[config.mk]
export PLATFORM = sky130hd
export DESIGN_NAME = spectrum_peak_reader
export DESIGN_NICKNAME = d
export VERILOG_FILES = /design/src/rtl/spectrum_pkg.sv /design/src/rtl/peak_top2.sv /design/src/rtl/spectrum_peak_reader.sv
export SDC_FILE = /design/constraint.sdc
export NUM_CORES = 1
export LEC_CHECK = 0
export ABC_AREA = 1
export CORE_ASPECT_RATIO = 0.8
export CORE_MARGIN = 3
export CORE_UTILIZATION = 52
export CTS_CLUSTER_DIAMETER = 40
export CTS_CLUSTER_SIZE = 12
export DETAILED_ROUTE_END_ITERATION = 7
export HOLD_SLACK_MARGIN = 0.03
export PLACE_DENSITY_LB_ADDON = 0.08
export SYNTH_ARGS = -nofsm -noshare
export SYNTH_HDL_FRONTEND = slang
export SYNTH_HIERARCHICAL = 1
export SYNTH_SLANG_ARGS = --single-unit
[constraint.sdc]
create_clock -name clk -period 2.1 [get_ports clk]
set_input_delay 0.63 -clock clk [delete_from_list [all_inputs] [get_ports clk]]
set_output_delay 0.63 -clock clk [all_outputs]
set_load 0.02 [all_outputs]
[src/rtl/spectrum_pkg.sv]
// rtl/spectrum_pkg.sv - shared widths, FSM states and peak record for the spectrum peak reader
package spectrum_pkg;

    localparam int DATA_W   = 16;
    localparam int ADDR_W   = 8;
    localparam int BIN_LAST = 128;

    typedef enum logic [1:0] {
        IDLE  = 2'd0,
        READ  = 2'd1,
        DRAIN = 2'd2,
        DONE  = 2'd3
    } state_t;

    typedef struct packed {
        logic [ADDR_W-1:0] bin;
        logic [DATA_W-1:0] mag;
    } peak_t;

endpackage

[src/rtl/peak_top2.sv]
// rtl/peak_top2.sv - registered two-slot insertion sorter for candidate peaks
module peak_top2
    import spectrum_pkg::*;
(
    input  logic              clk,
    input  logic              rst_n,
    input  logic              clear_i,
    input  logic              cand_valid_i,
    input  logic [ADDR_W-1:0] cand_bin_i,
    input  logic [DATA_W-1:0] cand_mag_i,
    output peak_t             peak1_o,
    output peak_t             peak2_o,
    output logic [1:0]        peak_cnt_o
);

    peak_t      p1_q, p2_q;
    peak_t      cand;
    logic [1:0] cnt_q;

    assign cand.bin = cand_bin_i;
    assign cand.mag = cand_mag_i;

    // Strict compares: an equal-magnitude later bin never displaces an earlier one.
    always_ff @(posedge clk or negedge rst_n) begin
        if (!rst_n) begin
            p1_q  <= '0;
            p2_q  <= '0;
            cnt_q <= 2'd0;
        end else if (clear_i) begin
            p1_q  <= '0;
            p2_q  <= '0;
            cnt_q <= 2'd0;
        end else if (cand_valid_i) begin
            if (cand_mag_i > p1_q.mag) begin
                p2_q <= p1_q;
                p1_q <= cand;
            end else if (cand_mag_i > p2_q.mag) begin
                p2_q <= cand;
            end
            if (cnt_q != 2'd2) begin
                cnt_q <= cnt_q + 2'd1;
            end
        end
    end

    assign peak1_o    = p1_q;
    assign peak2_o    = p2_q;
    assign peak_cnt_o = cnt_q;

endmodule

[src/rtl/spectrum_peak_reader.sv]
// rtl/spectrum_peak_reader.sv - sweeps the FFT magnitude RAM once and reports the two largest local maxima
module spectrum_peak_reader
    import spectrum_pkg::*;
#(
    parameter int                RD_LAT  = 1,
    parameter logic [DATA_W-1:0] MIN_MAG = '0
) (
    input  logic              clk,
    input  logic              rst_n,
    input  logic              key_i,
    input  logic              wr_done_i,
    input  logic [DATA_W-1:0] rd_data_i,
    output logic              rd_en_o,
    output logic [ADDR_W-1:0] rd_addr_o,
    output logic              busy_o,
    output logic              done_o,
    output logic [1:0]        peak_cnt_o,
    output logic [ADDR_W-1:0] peak1_bin_o,
    output logic [DATA_W-1:0] peak1_mag_o,
    output logic [ADDR_W-1:0] peak2_bin_o,
    output logic [DATA_W-1:0] peak2_mag_o
);

    localparam logic [ADDR_W-1:0] LAST_ADDR = ADDR_W'(BIN_LAST);
    localparam logic [ADDR_W-1:0] DRAIN_END = ADDR_W'(RD_LAT);

    state_t            state_q;
    logic              rd_en_q, busy_q, done_q, wr_done_q;
    logic [ADDR_W-1:0] rd_addr_q, drain_q;

    logic [RD_LAT-1:0]             vld_q;
    logic [RD_LAT-1:0][ADDR_W-1:0] tag_q;
    logic [2:0][DATA_W-1:0]        win_mag_q;
    logic [2:0][ADDR_W-1:0]        win_bin_q;
    logic [2:0]                    win_vld_q;
    logic                          shift_q;

    logic  start, clear_res, cand_valid;
    peak_t peak1, peak2;

    assign start     = (state_q == IDLE) && wr_done_i && !wr_done_q;
    assign clear_res = !key_i || start;

    always_ff @(posedge clk or negedge rst_n) begin
        if (!rst_n) begin
            state_q   <= IDLE;
            rd_en_q   <= 1'b0;
            rd_addr_q <= '0;
            drain_q   <= '0;
            busy_q    <= 1'b0;
            done_q    <= 1'b0;
            wr_done_q <= 1'b0;
        end else if (!key_i) begin
            state_q   <= IDLE;
            rd_en_q   <= 1'b0;
            rd_addr_q <= '0;
            drain_q   <= '0;
            busy_q    <= 1'b0;
            done_q    <= 1'b0;
            wr_done_q <= wr_done_i;
        end else begin
            wr_done_q <= wr_done_i;
            case (state_q)
                IDLE: begin
                    if (start) begin
                        state_q   <= READ;
                        busy_q    <= 1'b1;
                        rd_en_q   <= 1'b1;
                        rd_addr_q <= '0;
                    end
                end
                READ: begin
                    if (rd_addr_q == LAST_ADDR) begin
                        rd_en_q   <= 1'b0;
                        rd_addr_q <= '0;
                        drain_q   <= '0;
                        state_q   <= DRAIN;
                    end else begin
                        rd_addr_q <= rd_addr_q + 1'b1;
                    end
                end
                DRAIN: begin
                    // Covers RAM latency plus the window stage and the sorter stage.
                    if (drain_q == DRAIN_END) begin
                        busy_q  <= 1'b0;
                        done_q  <= 1'b1;
                        state_q <= DONE;
                    end else begin
                        drain_q <= drain_q + 1'b1;
                    end
                end
                DONE: ;
                default: state_q <= IDLE;
            endcase
        end
    end

    always_ff @(posedge clk or negedge rst_n) begin
        if (!rst_n) begin
            vld_q     <= '0;
            tag_q     <= '0;
            win_mag_q <= '0;
            win_bin_q <= '0;
            win_vld_q <= '0;
            shift_q   <= 1'b0;
        end else if (clear_res) begin
            vld_q     <= '0;
            win_vld_q <= '0;
            shift_q   <= 1'b0;
        end else begin
            vld_q[0] <= rd_en_q;
            tag_q[0] <= rd_addr_q;
            for (int i = 1; i < RD_LAT; i++) begin
                vld_q[i] <= vld_q[i-1];
                tag_q[i] <= tag_q[i-1];
            end
            shift_q <= vld_q[RD_LAT-1];
            if (vld_q[RD_LAT-1]) begin
                win_mag_q <= {rd_data_i, win_mag_q[2], win_mag_q[1]};
                win_bin_q <= {tag_q[RD_LAT-1], win_bin_q[2], win_bin_q[1]};
                win_vld_q <= {1'b1, win_vld_q[2], win_vld_q[1]};
            end
        end
    end

    // Index 0 = prev, 1 = cur, 2 = next; evaluated once per newly shifted sample.
    assign cand_valid = shift_q && (&win_vld_q)
                     && (win_bin_q[1] != '0) && (win_bin_q[1] != LAST_ADDR)
                     && (win_mag_q[1] > win_mag_q[0])
                     && (win_mag_q[1] >= win_mag_q[2])
                     && (win_mag_q[1] > MIN_MAG);

    peak_top2 u_top2 (
        .clk          (clk),
        .rst_n        (rst_n),
        .clear_i      (clear_res),
        .cand_valid_i (cand_valid),
        .cand_bin_i   (win_bin_q[1]),
        .cand_mag_i   (win_mag_q[1]),
        .peak1_o      (peak1),
        .peak2_o      (peak2),
        .peak_cnt_o   (peak_cnt_o)
    );

    assign rd_en_o     = rd_en_q;
    assign rd_addr_o   = rd_addr_q;
    assign busy_o      = busy_q;
    assign done_o      = done_q;
    assign peak1_bin_o = peak1.bin;
    assign peak1_mag_o = peak1.mag;
    assign peak2_bin_o = peak2.bin;
    assign peak2_mag_o = peak2.mag;

endmodule

==> images/congestion_map.png <==
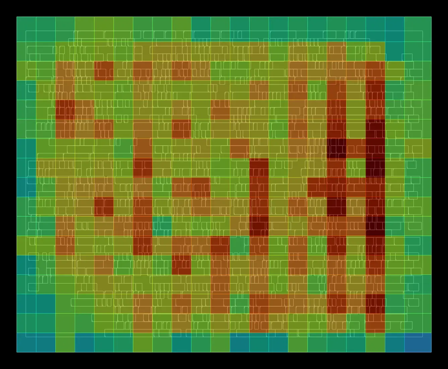
met1 global-route usage: 35.5%
met3 Resource Use GR: 5.52%
met2 routing resource usage after global routing: 35.4%
routed length per instance: 14.9 µm

==> images/sizing.png <==
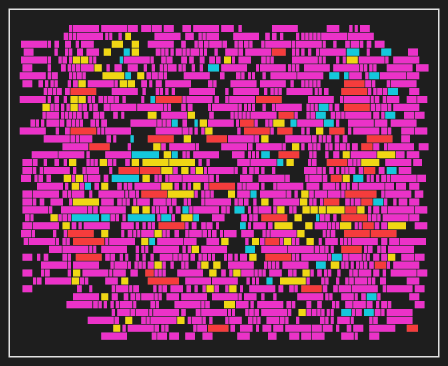
Key: cyan = x2 [cells 46, share 3.7%, most used nand3_2]; red = x6 and larger [cells 48, share 3.9%, most used clkbuf_16]; yellow = x3 and x4 [cells 102, share 8.3%, most used buf_4]; magenta = x1 and smaller [cells 1033, share 84%, most used nand2_1]
final cell area excluding filler cells: 0.0111 mm²
final critical-path setup slack: -189 ps
non-clock buffer total of the final layout: 179

state kept, by name, indices dropped and copies added, names as in the netlist:
signal and cells:
busy_o 1, done_o 1, drain_q 8, rd_addr_o 8, rd_en_o 1, shift_q 1, state_q 2, tag_q 8
u_top2/peak1_o 24, u_top2/peak2_o 24, u_top2/peak_cnt_o 2, vld_q 1, win_bin_q 16, win_mag_q 48, win_vld_q 3, wr_done_q 1
per-layer routing:
layer	GRT usage, %	vias to the layer above	share of wire (%)
met5	0	-	0
met4	8.50	0	2.0
met3	5.52	43	7.0
met2	35.4	305	44
met1	35.5	3573	47
li1	-	3771	-
==> metrics.log <==
[flow] collecting metrics
INFO  metric status = finished, violations left
INFO  metric violations = setup timing
INFO  metric critPathMaxStageDelay = 460 ps
INFO  metric clock_buffer_and_inverter_area_fraction_after_layout = 5.58%
INFO  metric setup_viol = 50
INFO  metric slew_headroom = 68.7%
INFO  metric crit_path_cell_trace = buf_4 > ha_1 > a21oi_1 > nand2_1 > a21oi_1 > nand2_2 > nand3_4 > buf_8 > nand3_4 > nand3_1 > nand2_1
INFO  metric buffer_ports.inserted = 80
INFO  metric post_route_cells_drive_above_1_share = 15.9%
INFO  metric htree_num_levels = 4
INFO  metric edf_count = 0
INFO  metric post-route-worst-setup-slack = -189 ps
INFO  metric ys_cells = 1053
INFO  metric grt_start_max_net_pins = 47
INFO  metric netlist.top_cell.by_instances = nand2_1
INFO  metric netSwitchingPower = 0.00536 W
INFO  metric clock_pin_slew_of_the_registers_on_the_worst_case_setup_and_hold_paths = 60 ps
INFO  metric total_power = 0.0135 W
INFO  metric flop-count = 149
INFO  metric grt_overflow_total = 0
INFO  metric synth-area-yosys = 0.00834 mm²
INFO  metric yosys_warnings = 6
INFO  metric syn_inst_count = 1053
INFO  metric finalClockPeriodUsage = 109%
INFO  metric areaGrowthSynthToFinish = 33.1%
INFO  metric post_synth_xor_area_fraction = 0.315%
INFO  metric cts_tree = done
INFO  metric tap_cells = 210
INFO  metric postRouteAntennaNets = 0
INFO  metric vias_in_the_first_global_route = 7163
INFO  metric global_route_wire_length_before_repair = 35000 µm
INFO  metric setup.worst_path.class = register to register
INFO  metric clockBufferCount = 21
INFO  metric fin_worst_hold_slack = 139 ps
INFO  metric dieWidth = 148 µm
INFO  metric simple_share_synth = 26.6%
INFO  metric dpl-instance-area = 0.00997 mm²
INFO  metric detail_routed_via_count_per_cell = 5.35
INFO  metric clkSinkCount = 149
INFO  metric top_level_ports = 81
INFO  metric place.detailed.instances = 1391
Power figures rest on the tool's default switching activity, not on a simulated workload.
